### Track usage over the die

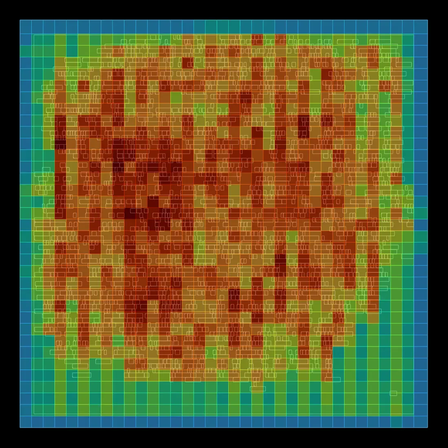
### Wiring by layer

Two of the layers only.
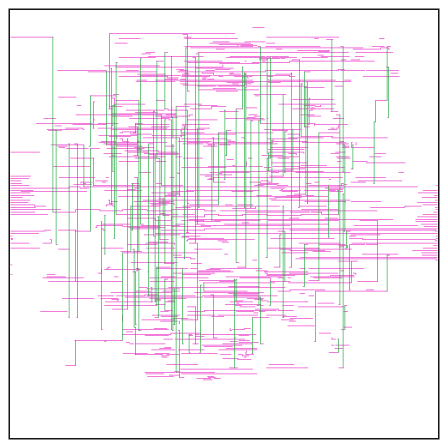
### Where the registers sit

Scale bar: 50 um. Other sequential cells in the stronger grey, the rest of the logic in the fainter grey.
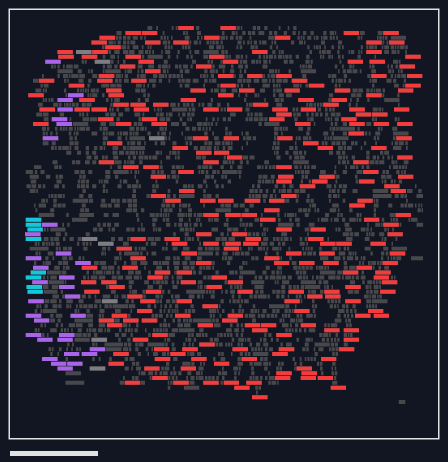
`config.mk`:
```
export PLATFORM = sky130hd
export DESIGN_NAME = hpm_counter_file
export DESIGN_NICKNAME = d
export VERILOG_FILES = /design/src/rtl/hpm_counter_file.sv
export SDC_FILE = /design/constraint.sdc
export NUM_CORES = 1
export LEC_CHECK = 0
export CAP_MARGIN = 10
export CORE_MARGIN = 8
export CORE_UTILIZATION = 41
export DETAILED_ROUTE_END_ITERATION = 8
export DONT_BUFFER_PORTS = 1
export PLACE_DENSITY_LB_ADDON = 0.3
export SLEW_MARGIN = 5
export SYNTH_ARGS = -nofsm -noshare
export SYNTH_HDL_FRONTEND = slang
export SYNTH_SLANG_ARGS = --single-unit
```
`constraint.sdc`:
```
create_clock -name CLK -period 23.9 [get_ports CLK]
set_clock_uncertainty 0.1 [all_clocks]
set_input_delay 2.39 -clock CLK [delete_from_list [all_inputs] [get_ports CLK]]
set_output_delay 2.39 -clock CLK [all_outputs]
set_load 0.01 [all_outputs]
```
`src/rtl/hpm_counter_file.sv`:
```
`timescale 1ns/1ps
// ---------------------------------------------------------------------------
// hpm_counter_file
//
// Hardware performance-monitor CSR bank. Provides mhpmcounter3.., their high
// halves, the user read-only shadows (hpmcounter / hpmcounterh) and the
// matching mhpmevent selectors. Counters advance on core-supplied event
// strobes. Each counter has a sticky overflow flag, and those flags drive an
// interrupt request.
//
// Ports
//   CLK          : clock, all state updates on the rising edge
//   RESET        : asynchronous, active-high reset
//   WR_EN        : CSR write strobe for the current CSR_ADDR
//   CSR_ADDR     : 12-bit CSR address
//   CSR_OP       : [2] immediate source select, [1:0] 00 NOP / 01 RW / 10 RS / 11 RC
//   CSR_UIMM     : 5-bit immediate operand
//   CSR_DATA_IN  : 32-bit register operand
//   CSR_DATA_OUT : combinational read data, 0 when the address is not owned
//   ADDR_HIT     : combinational, 1 when CSR_ADDR belongs to this bank
//   EVENTS       : per-cycle event strobes, registered once before counting
//   OVF_IRQ      : OR of all overflow (OF) flags
//
// mhpmevent layout: [7:0] SEL, [29:8] zero, [30] INH, [31] OF.
// ---------------------------------------------------------------------------
module hpm_counter_file #(
    parameter int NUM_COUNTERS  = 4,
    parameter int COUNTER_WIDTH = 64,
    parameter int NUM_EVENTS    = 8
) (
    input  logic                  CLK,
    input  logic                  RESET,
    input  logic                  WR_EN,
    input  logic [11:0]           CSR_ADDR,
    input  logic [2:0]            CSR_OP,
    input  logic [4:0]            CSR_UIMM,
    input  logic [31:0]           CSR_DATA_IN,
    output logic [31:0]           CSR_DATA_OUT,
    output logic                  ADDR_HIT,
    input  logic [NUM_EVENTS-1:0] EVENTS,
    output logic                  OVF_IRQ
);

    localparam logic [1:0] OP_NOP = 2'b00;
    localparam logic [1:0] OP_RW  = 2'b01;
    localparam logic [1:0] OP_RS  = 2'b10;
    localparam logic [1:0] OP_RC  = 2'b11;

    localparam logic [11:0] BASE_MCNT_LO = 12'hB03;
    localparam logic [11:0] BASE_MCNT_HI = 12'hB83;
    localparam logic [11:0] BASE_UCNT_LO = 12'hC03;
    localparam logic [11:0] BASE_UCNT_HI = 12'hC83;
    localparam logic [11:0] BASE_EVT     = 12'h323;

    // -----------------------------------------------------------------------
    // Write data: derived from the current read value so that RS/RC act on
    // exactly what software would observe.
    // -----------------------------------------------------------------------
    logic [31:0] src_data;
    logic [31:0] wdata;

    always_comb begin
        src_data = CSR_OP[2] ? {27'b0, CSR_UIMM} : CSR_DATA_IN;
        case (CSR_OP[1:0])
            OP_RW:   wdata = src_data;
            OP_RS:   wdata = CSR_DATA_OUT | src_data;
            OP_RC:   wdata = CSR_DATA_OUT & ~src_data;
            OP_NOP:  wdata = CSR_DATA_OUT;
            default: wdata = CSR_DATA_OUT;
        endcase
    end

    // -----------------------------------------------------------------------
    // Event sampling. The registered strobes are re-packed so that index 0 is
    // a permanent zero: SEL = 0 and SEL > NUM_EVENTS then select a 0 bit with
    // no extra range comparison.
    // -----------------------------------------------------------------------
    logic [NUM_EVENTS-1:0] event_q;
    logic [NUM_EVENTS-1:0] event_d;
    logic [255:0]          event_ext;

    always_comb begin
        event_d = EVENTS;
    end

    always_ff @(posedge CLK or posedge RESET) begin
        if (RESET) begin
            event_q <= '0;
        end else begin
            event_q <= event_d;
        end
    end

    always_comb begin
        event_ext                = '0;
        event_ext[NUM_EVENTS:1]  = event_q;
    end

    // -----------------------------------------------------------------------
    // Per-counter slices
    // -----------------------------------------------------------------------
    logic [NUM_COUNTERS-1:0][31:0] rd_data_vec;
    logic [NUM_COUNTERS-1:0]       hit_vec;
    logic [NUM_COUNTERS-1:0]       of_vec;

    generate
        for (genvar gi = 0; gi < NUM_COUNTERS; gi++) begin : g_ctr
            localparam logic [11:0] ADDR_MLO = BASE_MCNT_LO + 12'(gi);
            localparam logic [11:0] ADDR_MHI = BASE_MCNT_HI + 12'(gi);
            localparam logic [11:0] ADDR_ULO = BASE_UCNT_LO + 12'(gi);
            localparam logic [11:0] ADDR_UHI = BASE_UCNT_HI + 12'(gi);
            localparam logic [11:0] ADDR_EVT = BASE_EVT     + 12'(gi);

            logic [COUNTER_WIDTH-1:0] cnt_q;
            logic [COUNTER_WIDTH-1:0] cnt_d;
            logic [7:0]               sel_q;
            logic [7:0]               sel_d;
            logic                     inh_q;
            logic                     inh_d;
            logic                     of_q;
            logic                     of_d;

            logic hit_mlo;
            logic hit_mhi;
            logic hit_ulo;
            logic hit_uhi;
            logic hit_evt;
            logic wr_lo;
            logic wr_hi;
            logic wr_evt;
            logic inc_en;
            logic wrap;
            logic [31:0] rd_word;

            assign hit_mlo = (CSR_ADDR == ADDR_MLO);
            assign hit_mhi = (CSR_ADDR == ADDR_MHI);
            assign hit_ulo = (CSR_ADDR == ADDR_ULO);
            assign hit_uhi = (CSR_ADDR == ADDR_UHI);
            assign hit_evt = (CSR_ADDR == ADDR_EVT);

            // User shadows are never writable, so only machine addresses
            // produce write enables.
            assign wr_lo  = WR_EN & hit_mlo;
            assign wr_hi  = WR_EN & hit_mhi;
            assign wr_evt = WR_EN & hit_evt;

            assign inc_en = ~inh_q & event_ext[sel_q];
            assign wrap   = (cnt_q == '1);

            always_comb begin
                rd_word = '0;
                if (hit_mlo | hit_ulo) begin
                    rd_word = cnt_q[31:0];
                end
                if (hit_mhi | hit_uhi) begin
                    rd_word = 32'(cnt_q >> 32);
                end
                if (hit_evt) begin
                    rd_word = {of_q, inh_q, 22'b0, sel_q};
                end
            end

            // A software write to either half takes priority over the
            // increment, and also suppresses any overflow from that increment.
            always_comb begin
                cnt_d = cnt_q;
                if (wr_lo) begin
                    cnt_d = {cnt_q[COUNTER_WIDTH-1:32], wdata};
                end else if (wr_hi) begin
                    cnt_d = COUNTER_WIDTH'({wdata, cnt_q[31:0]});
                end else if (inc_en) begin
                    cnt_d = cnt_q + COUNTER_WIDTH'(1);
                end
            end

            // A hardware overflow always survives a same-cycle event write.
            always_comb begin
                logic of_set;
                of_set = inc_en & wrap & ~wr_lo & ~wr_hi;
                sel_d  = sel_q;
                inh_d  = inh_q;
                of_d   = of_q | of_set;
                if (wr_evt) begin
                    sel_d = wdata[7:0];
                    inh_d = wdata[30];
                    of_d  = wdata[31] | of_set;
                end
            end

            always_ff @(posedge CLK or posedge RESET) begin
                if (RESET) begin
                    cnt_q <= '0;
                    sel_q <= '0;
                    inh_q <= 1'b0;
                    of_q  <= 1'b0;
                end else begin
                    cnt_q <= cnt_d;
                    sel_q <= sel_d;
                    inh_q <= inh_d;
                    of_q  <= of_d;
                end
            end

            assign rd_data_vec[gi] = rd_word;
            assign hit_vec[gi]     = hit_mlo | hit_mhi | hit_ulo | hit_uhi | hit_evt;
            assign of_vec[gi]      = of_q;
        end
    endgenerate

    // -----------------------------------------------------------------------
    // Read mux: at most one slice claims an address, so OR-combining is exact.
    // -----------------------------------------------------------------------
    always_comb begin
        CSR_DATA_OUT = '0;
        for (int i = 0; i < NUM_COUNTERS; i++) begin
            CSR_DATA_OUT = CSR_DATA_OUT | rd_data_vec[i];
        end
    end

    assign ADDR_HIT = |hit_vec;
    assign OVF_IRQ  = |of_vec;

endmodule

```
==> impl_metrics.yaml <==
# flow metrics
status:
  status: "complete, no violations"
clock_network:
  cts_tree: "built"
  cts.sinks: 304
  clk_pin_slew_ns: 0.06
  post_cts_resized: 0
  cts_root_buf: "clkbuf_16"
  post_cts_buffers: 0
  h-tree-depth: 2
  clk_latency_ns: 0.58
power:
  power_leader: "the clock network"
  cellPowerDensity_nw_per_um2: 54.75
  pg_comb_w: 0.0000868
  total_power_w: 0.001268
  p_sw_w: 0.0003219
  powerClk_w: 0.000654
  ir_drop_mv: 0.04575
  p_leak_nw: 8.906
  seqPwrFrac: 0.415
  clockPowerShare: 0.516
  swShare: 0.2540
cells_and_area:
  antenna_cells: 0
  top_register: "g_ctr.cnt_q"
  syn2layout_area_growth_pct: 9.752
  largest_reg_flops: 256
  final_area_um2: 23150
  layout_top_cell: "nand2_1"
  nets: 2556
  final_layout_top_logic_cells: "nand2_1 (323), dfrtp_1 (304), o21ai_0 (239), a21oi_1 (197)"
synthesis:
  ys_cells: 2570
  synth-main-ff-cell: "dfrtp_1"
  ys_sh_adder: 0.002373
  ys.flops: 304
  synth_cells: 2570
  ys_seq_share: 0.3606
  syn_area_per_cell_um2: 8.208
  simple_gate_share: 0.2538
  yosysChipArea_um2: 21090
  synthAoiAreaFrac: 0.2164
  ys_sh_xor: 0.06394
  mux_area_frac: 0.05908
  syn_area_um2: 21090
  top_area_frac: 0.3606
  edf_count: 0
job:
  warning_count: 30
  maxCapViolCount: 0
floorplan:
  io_pins: 97
  die_w_um: 242.8
  die_h_um: 242.8
  fp_util: 0.4128
  die_area_um2: 58960
  rows: 83
setup_path:
  worst_path_max_delay_cell: "nor4_1"
  reg2reg_from: "g_ctr[3].cnt_q[2]$_DFFE_PP0P_"
  r2r_slack_ns: 20.06
  crit_required_ns: 21.41
  crit_fanout: 26
  r2r_cells: 7
placed_design:
  dpl_cell_area_um2: 21740
  dpl.cell_count: 3128
  gp_congestion: 1.023
  place_ws_ns: 16.60
  io_buffers: 0
timing:
  slew_viol_final: 0
  setup_violations: 0
  hold_viol: 0
  worst_pin_slew_ns: 1.363
  whs_ns: 0.4166
  period_minus_slack_ns: 7.398
  worst_slack_ns: 16.50
routing:
  via_per_inst: 6.836
  firstDrtPassIters: 8
  ant_nets: 0
  wl_met2_mm: 40.70
  top_layer: "met5"
  via_count: 21840
grt:
  grt_pass1_vias: 19840
  grt.overflow.total: 0
worst_hold_path:
  holdPathStages: 2
  hold_class: "reg2reg"
  hold_end: "g_ctr[1].sel_q[6]$_DFFE_PP0P_"
-- 'Track usage over the die' (at the start) --
routed len/inst: 29.97 um
met1 global-route usage: 0.4243
GR peak layer: met2
met2 usage: 0.4587
final core occ: 0.4531

-- 'Wiring by layer' (at the start) --
[met4] green | wire length: 5690 um
[met3] magenta | wire length: 11000 um

-- 'Where the registers sit' (at the start) --
[g_ctr.cnt_q] red | flops: 256 | where: all over the die
[g_ctr.sel_q] purple | flops: 32
[event_q] cyan | flops: 8 | where: left middle
not coloured: 8
Power Sequential: 0.000527 W
register area: 7607 um2
flop share of the area: 0.3286

## cells in the mapped netlist (8+ instances only)
| cell type | instances |
|---|---|
| nand2_1 | 323 |
| dfrtp_1 | 304 |
| o21ai_0 | 240 |
| a21oi_1 | 198 |
| nor2_1 | 134 |
| nand3_1 | 131 |
| clkbuf_1 | 125 |
| nand4_1 | 94 |
| a22oi_1 | 80 |
| xnor2_1 | 77 |
| xor2_1 | 77 |
| mux2i_1 | 57 |
| nor3_1 | 57 |
| mux2_2 | 54 |
| inv_1 | 51 |
| and3_1 | 48 |
| and4_1 | 42 |
| o22ai_1 | 40 |
| buf_2 | 36 |
| nor4_1 | 33 |
| nor2b_1 | 29 |
| a211oi_1 | 23 |
| or2_2 | 22 |
| o211ai_1 | 17 |
| a31oi_1 | 15 |
| or3_1 | 15 |
| or4_1 | 15 |
| buf_1 | 13 |
| and2_1 | 12 |
| a2bb2oi_1 | 11 |
| a211o_1 | 10 |
| nand3b_1 | 9 |
| o2bb2ai_1 | 9 |
| a221oi_1 | 8 |
| nand2b_1 | 8 |
| o31a_1 | 8 |
## per-layer routing
layer | vias to the layer above | GRT usage
li1 | 9364 | -
met3 | 272 | 0.07171
met1 | 10720 | 0.4243
met2 | 1487 | 0.4587
met4 | 2 | 0.1581
met5 | - | 0
## final cells by class
cell class / instances / area, um2 / share of cell area
Multi-Input combinational cell: 2037 / 12650 / 0.5466
Timing Repair Buffer: 56 / 452.9 / 0.01956
Inverter: 52 / 202.7 / 0.008755
Clock inverter: 17 / 266.5 / 0.01151
Tap cell: 680 / 850.8 / 0.03675
Clock buffer: 49 / 1116 / 0.04821
Sequential cell: 304 / 7607 / 0.3286
## critical path, delay by kind of cell
family | cells | cell delay [ns]
buf+inv | 2 | 0.72
simple gates | 2 | 1.12
compound gates | 2 | 0.66
No activity file was given, so power comes from the tool's default toggle rates.
